## config.mk

```make
export PLATFORM = sky130hd
export DESIGN_NAME = uart_prog_loader_flat
export DESIGN_NICKNAME = d
export VERILOG_FILES = /design/src/rtl/uart_prog_loader_if.sv /design/src/rtl/uart_prog_loader.sv /design/src/flat_wrapper.sv
export SDC_FILE = /design/constraint.sdc
export NUM_CORES = 1
export LEC_CHECK = 0
export ABC_AREA = 1
export CAP_MARGIN = 15
export CORE_ASPECT_RATIO = 0.5
export CORE_MARGIN = 8
export CORE_UTILIZATION = 35
export CTS_CLUSTER_DIAMETER = 50
export DETAILED_ROUTE_END_ITERATION = 8
export GPL_TIMING_DRIVEN = 0
export SYNTH_ARGS = -nofsm -noshare
export SYNTH_HDL_FRONTEND = slang
export SYNTH_SLANG_ARGS = --single-unit
```

## constraint.sdc

```tcl
create_clock -name sys_clk -period 4.7 [get_ports sys_clk]
set_input_delay 0.94 -clock sys_clk [delete_from_list [all_inputs] [get_ports sys_clk]]
set_output_delay 0.94 -clock sys_clk [all_outputs]
set_load 0.1 [all_outputs]
```

## src/rtl/uart_prog_loader_if.sv

```systemverilog
// Byte-stream and memory-write bus between the UART program loader and its surroundings.
// master: the loader side; slave: the UART/BRAM side.
interface uart_prog_loader_if #(
  parameter int unsigned ADDR_WIDTH = 11
) ();
  logic [7:0]            rx_data;
  logic                  rx_data_wr;
  logic                  tx_ready;
  logic [7:0]            tx_data;
  logic                  tx_en;
  logic [ADDR_WIDTH-1:0] mem_addr;
  logic [15:0]           mem_wr_data;
  logic                  mem_wr;

  modport master (
    input  rx_data, rx_data_wr, tx_ready,
    output tx_data, tx_en, mem_addr, mem_wr_data, mem_wr
  );

  modport slave (
    output rx_data, rx_data_wr, tx_ready,
    input  tx_data, tx_en, mem_addr, mem_wr_data, mem_wr
  );
endinterface

```

## src/rtl/uart_prog_loader.sv

```systemverilog
// Loads a 0xFFFF-terminated big-endian word image from UART into BRAM, then releases the CPU.
// Optional macro LOADER_CHECKSUM_EN: a two's-complement checksum byte must follow the terminator.
module uart_prog_loader #(
  parameter int unsigned           ADDR_WIDTH  = 11,
  parameter logic [ADDR_WIDTH-1:0] BASE_ADDR   = 11'h200,
  parameter int unsigned           TIMEOUT_CYC = 2700000,
  parameter logic [7:0]            ACK_BYTE    = 8'h06,
  parameter logic [7:0]            NAK_BYTE    = 8'h15
) (
  input  logic                    sys_clk,
  input  logic                    rst_n,
  input  logic                    restart,
  uart_prog_loader_if.master      bus,
  output logic                    load_done,
  output logic                    load_err,
  output logic [ADDR_WIDTH-2:0]   word_count,
  output logic [15:0]             uart_word,
  output logic                    uart_word_v
);

  localparam int unsigned CNT_W = $clog2(TIMEOUT_CYC + 1);
  localparam int unsigned WC_W  = ADDR_WIDTH - 1;
  localparam logic [ADDR_WIDTH-1:0] LAST_ADDR = {{(ADDR_WIDTH-1){1'b1}}, 1'b0};

  typedef enum logic [2:0] {
    LOAD_HI = 3'd0,
    LOAD_LO = 3'd1,
    WRITE   = 3'd2,
    ACK     = 3'd3,
    DONE    = 3'd4,
    ERR     = 3'd5
`ifdef LOADER_CHECKSUM_EN
    , CHK   = 3'd6
`endif
  } state_t;

  state_t           state;
  logic [7:0]       hi_byte;
  logic [CNT_W-1:0] idle_cnt;
  logic             phase;
  logic             nak_sent;
`ifdef LOADER_CHECKSUM_EN
  logic [7:0]       sum;
`endif

  logic timed_c;
  logic timeout_c;

  // Idle timer runs only while half a word (or the checksum byte) is outstanding
  always_comb begin
    timed_c = (state == LOAD_LO) || ((state == DONE) && phase);
`ifdef LOADER_CHECKSUM_EN
    timed_c = timed_c || (state == CHK);
`endif
    timeout_c = timed_c && (idle_cnt == CNT_W'(TIMEOUT_CYC - 1));
  end

  always_ff @(posedge sys_clk or negedge rst_n) begin
    if (!rst_n) begin
      state           <= LOAD_HI;
      hi_byte         <= '0;
      idle_cnt        <= '0;
      phase           <= 1'b0;
      nak_sent        <= 1'b0;
      bus.mem_addr    <= BASE_ADDR;
      bus.mem_wr_data <= '0;
      bus.mem_wr      <= 1'b0;
      bus.tx_data     <= '0;
      bus.tx_en       <= 1'b0;
      load_done       <= 1'b0;
      load_err        <= 1'b0;
      word_count      <= '0;
      uart_word       <= '0;
      uart_word_v     <= 1'b0;
`ifdef LOADER_CHECKSUM_EN
      sum             <= '0;
`endif
    end else if (restart) begin
      // tx_data keeps its last value; a coincident rx byte is dropped
      state           <= LOAD_HI;
      hi_byte         <= '0;
      idle_cnt        <= '0;
      phase           <= 1'b0;
      nak_sent        <= 1'b0;
      bus.mem_addr    <= BASE_ADDR;
      bus.mem_wr_data <= '0;
      bus.mem_wr      <= 1'b0;
      bus.tx_en       <= 1'b0;
      load_done       <= 1'b0;
      load_err        <= 1'b0;
      word_count      <= '0;
      uart_word       <= '0;
      uart_word_v     <= 1'b0;
`ifdef LOADER_CHECKSUM_EN
      sum             <= '0;
`endif
    end else begin
      bus.mem_wr  <= 1'b0;
      bus.tx_en   <= 1'b0;
      uart_word_v <= 1'b0;
      idle_cnt    <= (timed_c && !bus.rx_data_wr && !timeout_c) ? idle_cnt + CNT_W'(1) : '0;

      case (state)
        LOAD_HI: begin
          if (bus.rx_data_wr) begin
            hi_byte <= bus.rx_data;
            state   <= LOAD_LO;
          end
        end

        LOAD_LO: begin
          if (bus.rx_data_wr) begin
            if ({hi_byte, bus.rx_data} == 16'hFFFF) begin
`ifdef LOADER_CHECKSUM_EN
              state <= CHK;
`else
              state <= ACK;
`endif
            end else begin
              bus.mem_wr_data <= {hi_byte, bus.rx_data};
              bus.mem_wr      <= 1'b1;
              state           <= WRITE;
`ifdef LOADER_CHECKSUM_EN
              sum             <= sum + hi_byte + bus.rx_data;
`endif
            end
          end else if (timeout_c) begin
            hi_byte <= '0;
            state   <= LOAD_HI;
          end
        end

        // Write strobe is on the bus this cycle; advance, or stop at the last word
        WRITE: begin
          word_count <= word_count + WC_W'(1);
          if (bus.mem_addr == LAST_ADDR) begin
            state    <= ERR;
            load_err <= 1'b1;
          end else begin
            bus.mem_addr <= bus.mem_addr + ADDR_WIDTH'(2);
            if (bus.rx_data_wr) begin
              hi_byte <= bus.rx_data;
              state   <= LOAD_LO;
            end else begin
              state <= LOAD_HI;
            end
          end
        end

        ACK: begin
          if (bus.tx_ready) begin
            bus.tx_data <= ACK_BYTE;
            bus.tx_en   <= 1'b1;
            state       <= DONE;
          end
        end

        DONE: begin
          load_done <= 1'b1;
          if (bus.rx_data_wr) begin
            if (phase) begin
              uart_word   <= {hi_byte, bus.rx_data};
              uart_word_v <= 1'b1;
              phase       <= 1'b0;
            end else begin
              hi_byte <= bus.rx_data;
              phase   <= 1'b1;
            end
          end else if (timeout_c) begin
            phase <= 1'b0;
          end
        end

        ERR: begin
          load_err <= 1'b1;
          if (!nak_sent && bus.tx_ready) begin
            bus.tx_data <= NAK_BYTE;
            bus.tx_en   <= 1'b1;
            nak_sent    <= 1'b1;
          end
        end

`ifdef LOADER_CHECKSUM_EN
        CHK: begin
          if (bus.rx_data_wr) begin
            if (8'(sum + bus.rx_data) == 8'h00) begin
              state <= ACK;
            end else begin
              state    <= ERR;
              load_err <= 1'b1;
            end
          end else if (timeout_c) begin
            state    <= ERR;
            load_err <= 1'b1;
          end
        end
`endif

        default: state <= LOAD_HI;
      endcase
    end
  end

endmodule

```

## src/flat_wrapper.sv

```systemverilog
// flat-port wrapper written by rule: the top's interface ports become plain ports
module uart_prog_loader_flat 
#(
  parameter int unsigned           ADDR_WIDTH  = 11,
  parameter logic [ADDR_WIDTH-1:0] BASE_ADDR   = 11'h200,
  parameter int unsigned           TIMEOUT_CYC = 2700000,
  parameter logic [7:0]            ACK_BYTE    = 8'h06,
  parameter logic [7:0]            NAK_BYTE    = 8'h15
)
  (sys_clk, rst_n, restart, load_done, load_err, word_count, uart_word, uart_word_v, bus_rx_data, bus_rx_data_wr, bus_tx_ready, bus_tx_data, bus_tx_en, bus_mem_addr, bus_mem_wr_data, bus_mem_wr);
  uart_prog_loader_if #(.ADDR_WIDTH(ADDR_WIDTH)) bus_i ();
  input  logic sys_clk;
  input  logic rst_n;
  input  logic restart;
  output logic load_done;
  output logic load_err;
  output logic [ADDR_WIDTH-2:0] word_count;
  output logic [15:0] uart_word;
  output logic uart_word_v;
  input wire logic [$bits(bus_i.rx_data)-1:0] bus_rx_data;
  input wire logic [$bits(bus_i.rx_data_wr)-1:0] bus_rx_data_wr;
  input wire logic [$bits(bus_i.tx_ready)-1:0] bus_tx_ready;
  output wire logic [$bits(bus_i.tx_data)-1:0] bus_tx_data;
  output wire logic [$bits(bus_i.tx_en)-1:0] bus_tx_en;
  output wire logic [$bits(bus_i.mem_addr)-1:0] bus_mem_addr;
  output wire logic [$bits(bus_i.mem_wr_data)-1:0] bus_mem_wr_data;
  output wire logic [$bits(bus_i.mem_wr)-1:0] bus_mem_wr;
  assign bus_i.rx_data = bus_rx_data;
  assign bus_i.rx_data_wr = bus_rx_data_wr;
  assign bus_i.tx_ready = bus_tx_ready;
  assign bus_tx_data = bus_i.tx_data;
  assign bus_tx_en = bus_i.tx_en;
  assign bus_mem_addr = bus_i.mem_addr;
  assign bus_mem_wr_data = bus_i.mem_wr_data;
  assign bus_mem_wr = bus_i.mem_wr;
  uart_prog_loader #(.ADDR_WIDTH(ADDR_WIDTH), .BASE_ADDR(BASE_ADDR), .TIMEOUT_CYC(TIMEOUT_CYC), .ACK_BYTE(ACK_BYTE), .NAK_BYTE(NAK_BYTE)) u_core (.sys_clk(sys_clk), .rst_n(rst_n), .restart(restart), .bus(bus_i), .load_done(load_done), .load_err(load_err), .word_count(word_count), .uart_word(uart_word), .uart_word_v(uart_word_v));
endmodule
```

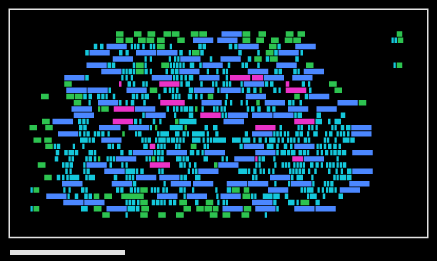
run_1/class_map.png
The bar under the picture is 50 um long.
| colour | class | cells | share of their area |
|---|---|---|---|
| cyan | remaining logic cells | 496 | 39% |
| green | remaining buffers and delay cells | 94 | 15% |
| blue | sequential cells | 95 | 41% |
| magenta | clock drivers and dummy loads | 16 | 5.2% |
Util after Layout: 0.4513
final instance area: 6082 um^2
Seq area share: 0.3911
Core Rows: 30
core footprint: 13480 um^2

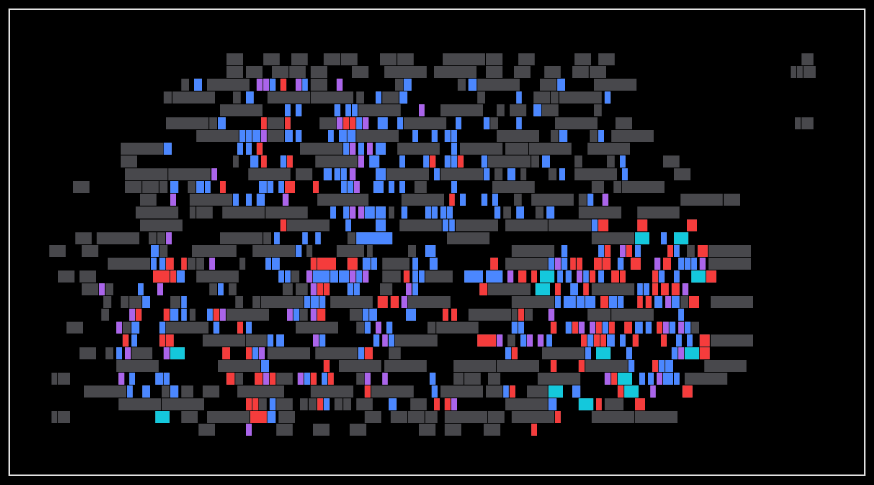
run_1/gates.png
| colour | family | cells | most used |
|---|---|---|---|
| red | nor cells | 111 | nor2_1 |
| cyan | xor and xnor cells | 13 | xor2_1 |
| blue | nand cells | 231 | nand2_1 |
| purple | inv cells | 67 | inv_1 |
most common logic cell in the routed design: nand2_1
final non-filler cell total: 877
Comb area share: 0.3388

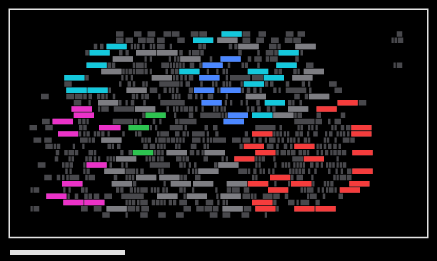
run_1/ff_map.png
The bar under the picture is 50 um long. Other sequential cells in the stronger grey, the rest of the logic in the fainter grey.
| colour | signal | flops |
|---|---|---|
| cyan | `u_core.uart_word` | 16 |
| magenta | `u_core.bus.mem_addr` | 10 |
| green | `u_core.state` | 3 |
| blue | `u_core.hi_byte` | 8 |
| red | `u_core.idle_cnt` | 22 |
sequential power: 0.966 mW
Reg area: 2379 um^2

==> impl_metrics.toml, run 1 <==
# physical design summary
[clocking]
post_cts.repair.setup_buffers = 0

[hold_path]
min_from = "u_core.idle_cnt[0]"
hold_class = "flip-flop to flip-flop"

[power_and_ir_drop]
peakVddDrop_v = 0.0001632
p_leak_nw = 2.722
power_density_nw_per_um2 = 415.7

[critical_path]
endpoint = "bus_mem_addr[9]"
r2r_slack_ns = 2.68
worstSetupEndpointType = "output pin"
cp_top_family = "buffers and inverters"

[placed_design]
place.gp.congestion = 0.8390
detailed_place_hpwl_um = 9442

[synthesis]
ys_cells = 609
synth.most_common_cell = "nand2_1"
ys.warnings.count = 0

[sta]
drv_slew = 0
rsz0062_at_grt = "false"
fin_setup_tns_ns = 0
maxSlewHeadroom = 0.3287
finalClockSkew_ns = 0.009417

[cells_and_area]
fillers = 1291
drive_above_1_share = 0.09130
comb_area_um2 = 2061
nets = 712

[grt]
grt_usage = 0.1409

[drt]
vias = 4119
postRouteAntennaNets = 0
viasPerCell = 4.697

[floorplan]
ios = 79

[run_status]
status = "finished, final reports clean"
[run 1: flip-flops by register name (all words and copies together) (netlist names)]
name,cells
u_core.bus.tx_data,3
u_core.load_done,1
u_core.bus.mem_wr,1
u_core.hi_byte,8
u_core.uart_word,16
u_core.uart_word_v,1
u_core.load_err,1
u_core.state,3
u_core.bus.mem_wr_data,16
u_core.phase,1
u_core.bus.mem_addr,10
u_core.bus.tx_en,1
u_core.nak_sent,1
u_core.idle_cnt,22
u_core.word_count,10
[run 1: power breakdown]
part           switching, mW  internal, mW
combinational          0.617         0.199
sequential            0.0652         0.901
clock                  0.305         0.441
[run 1: stage by stage]
| step | hold slack, ns | utilization | area (um^2) |
|---|---|---|---|
| after floorplan | 0.4325 | - | 4823 |
| final | 0.4663 | 0.4513 | 6082 |
| after detailed placement | 0.4588 | 0.4289 | 5779 |
| after CTS | 0.4697 | 0.4513 | 6082 |
| after global routing | 0.4827 | 0.4513 | 6082 |
| after global placement | 0.4531 | 0.4270 | 5754 |
[run 1: per-layer routing]
layer  vias to the layer above  GRT usage  routed length, um
met2                        63     0.2236               5652
li1                       2114          -                  -
met3                         2    0.03451                542
met4                         0    0.03507                 51
met5                         -          0                  0
met1                      1940     0.1900               6239
[run 1: cell type report]
| type | instances | area share |
|---|---|---|
| clock inverter | 3 | 0.006994 |
| timing repair buffer | 72 | 0.1210 |
| multi-input combinational | 429 | 0.3388 |
| buffer | 22 | 0.02181 |
| tap | 176 | 0.03621 |
| inverter | 67 | 0.04135 |
| sequential | 95 | 0.3911 |
| clock buffer | 13 | 0.04279 |
[run 1: logic make-up after synthesis]
group	Yosys count	share of synthesized area
fa+ha+maj	3	0.007807
other cells	1	0.0007799
simple gates	343	0.3151
compound gates	65	0.07806
buf+inv	89	0.07988
flops	95	0.4947
xor+xnor	13	0.02368
## Run 2: what changed since run 1
Clock period 4.7 ns to 2.89 ns, I/O delays scaled along.
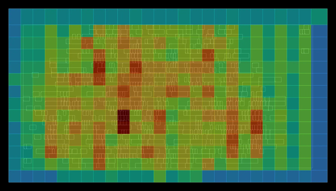
run_2/congestion_map.png
busiest grt layer: met2
drt wl/cell: 14.24 um
GRT Overall Usage: 0.1409

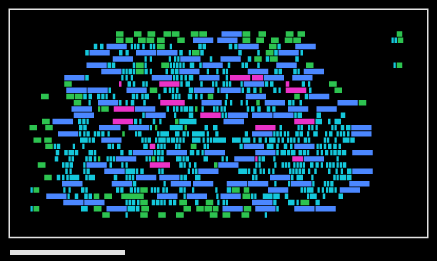
run_2/class_map.png
The bar under the picture is 50 um long.

==> impl_metrics.toml, run 2 <==
# physical design summary
[cells_and_area]
nets = 712
largest_register_ffs = 22
top_register = "u_core.idle_cnt"
lay_top_count = "nand2_1"
final_core_util = 0.4513
reg_top3 = "u_core.idle_cnt: 22 flops, u_core.bus.mem_wr_data: 16 flops, u_core.uart_word: 16 flops"
fillers = 1291

[hold_path]
hold_class = "input port to asynchronous set/reset pin"

[clocking]
post_cts.repair.setup_buffers = 0

[floorplan]
coreArea_um2 = 13480
rows = 30

[power_and_ir_drop]
p_leak_nw = 2.722
power_density_nw_per_um2 = 676.1

[synthesis]
ys_cells = 609
synth.most_common_cell = "nand2_1"
ys.warnings.count = 0

[sta]
rsz0062_at_grt = "false"
drv_slew = 0
fin_setup_tns_ns = 0
maxSlewHeadroom = 0.3287

[run_status]
status = "finished, final reports clean"

[placed_design]
place.gp.congestion = 0.8390
placed_cell_area_um2 = 5779

[drt]
vias = 4119
run 2: area by class of cell:
class / instances / area (um^2) / share of cell area
plain buffers: 22 / 132.6 / 0.02181
clock buffers: 13 / 260.3 / 0.04279
clock inverters: 3 / 42.54 / 0.006994
inverters: 67 / 251.5 / 0.04135
multi-input cells: 429 / 2061 / 0.3388
flip-flops and latches: 95 / 2379 / 0.3911
well taps: 176 / 220.2 / 0.03621
repair buffers: 72 / 735.7 / 0.1210
run 2: per-layer routing:
metal / track usage / share of wire / vias to the layer above
met3: 0.03451 / 0.043 / 2
met5: 0 / 0 / -
met2: 0.2236 / 0.45 / 63
li1: - / - / 2114
met1: 0.1900 / 0.50 / 1940
met4: 0.03507 / 0.0041 / 0
run 2: final timing paths:
path	to	cells after the start	start
worst max-delay path	bus_mem_addr[9]	1	u_core.bus.mem_addr[9]
worst min-delay path	u_core.bus.mem_addr[2]	1	rst_n
worst max register to register	u_core.idle_cnt[18]	8	u_core.idle_cnt[0]
worst min register to register	u_core.idle_cnt[0]	1	u_core.idle_cnt[0]
max in group asynchronous	u_core.uart_word[15]	2	rst_n
min in group sys_clk	u_core.idle_cnt[0]	1	u_core.idle_cnt[0]
run 2: power breakdown:
part	total, mW	switching (mW)	internal, mW
combinational	1.33	1.00	0.324
sequential	1.57	0.106	1.47
clock	1.21	0.495	0.718
run 2: cell families (layout without fill, tap and decap cells):
| group | count (synthesis) | after routing | synth area share |
|---|---|---|---|
| DFF | 95 | 95 | 0.4947 |
| other | 1 | 5 | 0.0007799 |
| and+or+nand+nor | 343 | 343 | 0.3151 |
| xor gates and xnor gates | 13 | 13 | 0.02368 |
| AOI/OAI and AO/OA | 65 | 65 | 0.07806 |
| adders and majority gates | 3 | 3 | 0.007807 |
| buffers and inverters | 89 | 177 | 0.07988 |
## Run 3: what changed since run 2
Settings changed: CTS_CLUSTER_SIZE from default to 40.
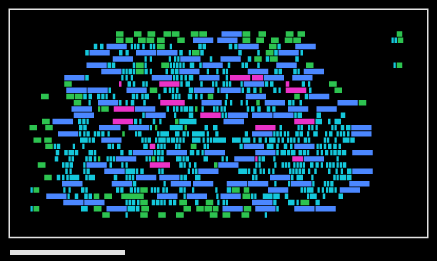
run_3/class_map.png
The bar under the picture is 50 um long.

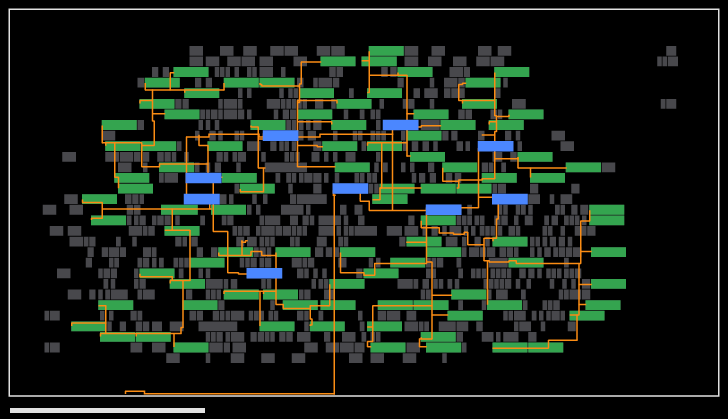
run_3/clock_wires.png
The bar under the picture is 50 um long.
[orange] clock wires | length: 1230 um
[blue] clock-net drivers | count: 9
[green] flip-flops | count: 95
routed clock nets: 10
Clock net power: 1.21 mW
Clock Power Share: 0.295
clk ins delay skew pair: 0.34 ns

==> impl_metrics.toml, run 3 <==
# physical design summary
[placed_design]
place.gp.congestion = 0.8390
placed_cell_area_um2 = 5779
place_ws_ns = 0.3422
detailed_place_hpwl_um = 9442

[critical_path]
crit_type = "flip-flop to output pin"
crit_start = "u_core.bus.mem_addr[9]"
cp_top_family = "buffers and inverters"
worstSetupEndpointType = "output pin"
r2r-start = "u_core.idle_cnt[0]"

[run_status]
status = "finished, final reports clean"

[drt]
vias = 4119
wire_per_inst_um = 14.24
viasPerCell = 4.697

[cells_and_area]
fin_cells = 877
top_register = "u_core.idle_cnt"
lay_top_count = "nand2_1"
drive_above_1_share = 0.09130
num_antenna_cells = 0
nets = 712
reg_top3 = "u_core.idle_cnt: 22 flops, u_core.bus.mem_wr_data: 16 flops, u_core.uart_word: 16 flops"
fin_area_um2 = 6082

[clocking]
post_cts.repair.setup_buffers = 0
cts_hold_buf = 0
numCtsBuffers = 9
clock_sinks = 95

[floorplan]
ios = 79
rows = 30
coreArea_um2 = 13480
die_x_um = 181.8

[sta]
maxSlewHeadroom = 0.3287
whs_ns = 0.1990
finalClockSkew_ns = 0.009417
fin_setup_tns_ns = 0
drv_slew = 0

[synthesis]
ys_cells = 609
edf_count = 0
ys.warnings.count = 0
synth.most_common_cell = "nand2_1"

[power_and_ir_drop]
power_density_nw_per_um2 = 676.1
p_leak_nw = 2.722
peakVddDrop_v = 0.0002654

[grt]
grt_usage = 0.1409

[hold_path]
hold_class = "input port to asynchronous set/reset pin"
-- run 3: path summary, 6_finish.rpt --
path / to / slack, ns / cells after the start
max reg2reg: u_core.idle_cnt[18] / 0.87 / 8
min in group sys_clk: u_core.idle_cnt[0] / 0.47 / 1
max: bus_mem_addr[9] / 0.26 / 1
min reg2reg: u_core.idle_cnt[0] / 0.47 / 1
min: u_core.bus.mem_addr[2] / 0.20 / 1
max in group asynchronous: u_core.uart_word[15] / 2.02 / 2
-- run 3: layout make-up --
cell class	instances	area (um^2)
fill	1291	7393
sequential	95	2379
multi-input combinational	429	2061
timing repair buffer	72	735.7
clock buffer	13	260.3
inverter	67	251.5
tap	176	220.2
buffer	22	132.6
clock inverter	3	42.54
-- run 3: power breakdown --
group	total [mW]	internal, mW	switching (mW)
clock network	1.21	0.718	0.495
logic	1.33	0.324	1.00
registers	1.57	1.47	0.106
-- run 3: per-layer routing --
layer | GRT usage | routed length, um | up-vias | share of wire
met5 | 0 | 0 | - | 0
met2 | 0.2236 | 5652 | 63 | 0.45
met3 | 0.03451 | 542 | 2 | 0.043
li1 | - | - | 2114 | -
met1 | 0.1900 | 6239 | 1940 | 0.50
met4 | 0.03507 | 51 | 0 | 0.0041
-- run 3: cell families after synthesis --
logic type      Yosys count  synth area share
xor+xnor                 13           0.02368
buf+inv                  89           0.07988
flops                    95            0.4947
compound gates           65           0.07806
fa+ha+maj                 3          0.007807
other cells               1         0.0007799
simple gates            343            0.3151
Power and IR drop assume default switching activity.
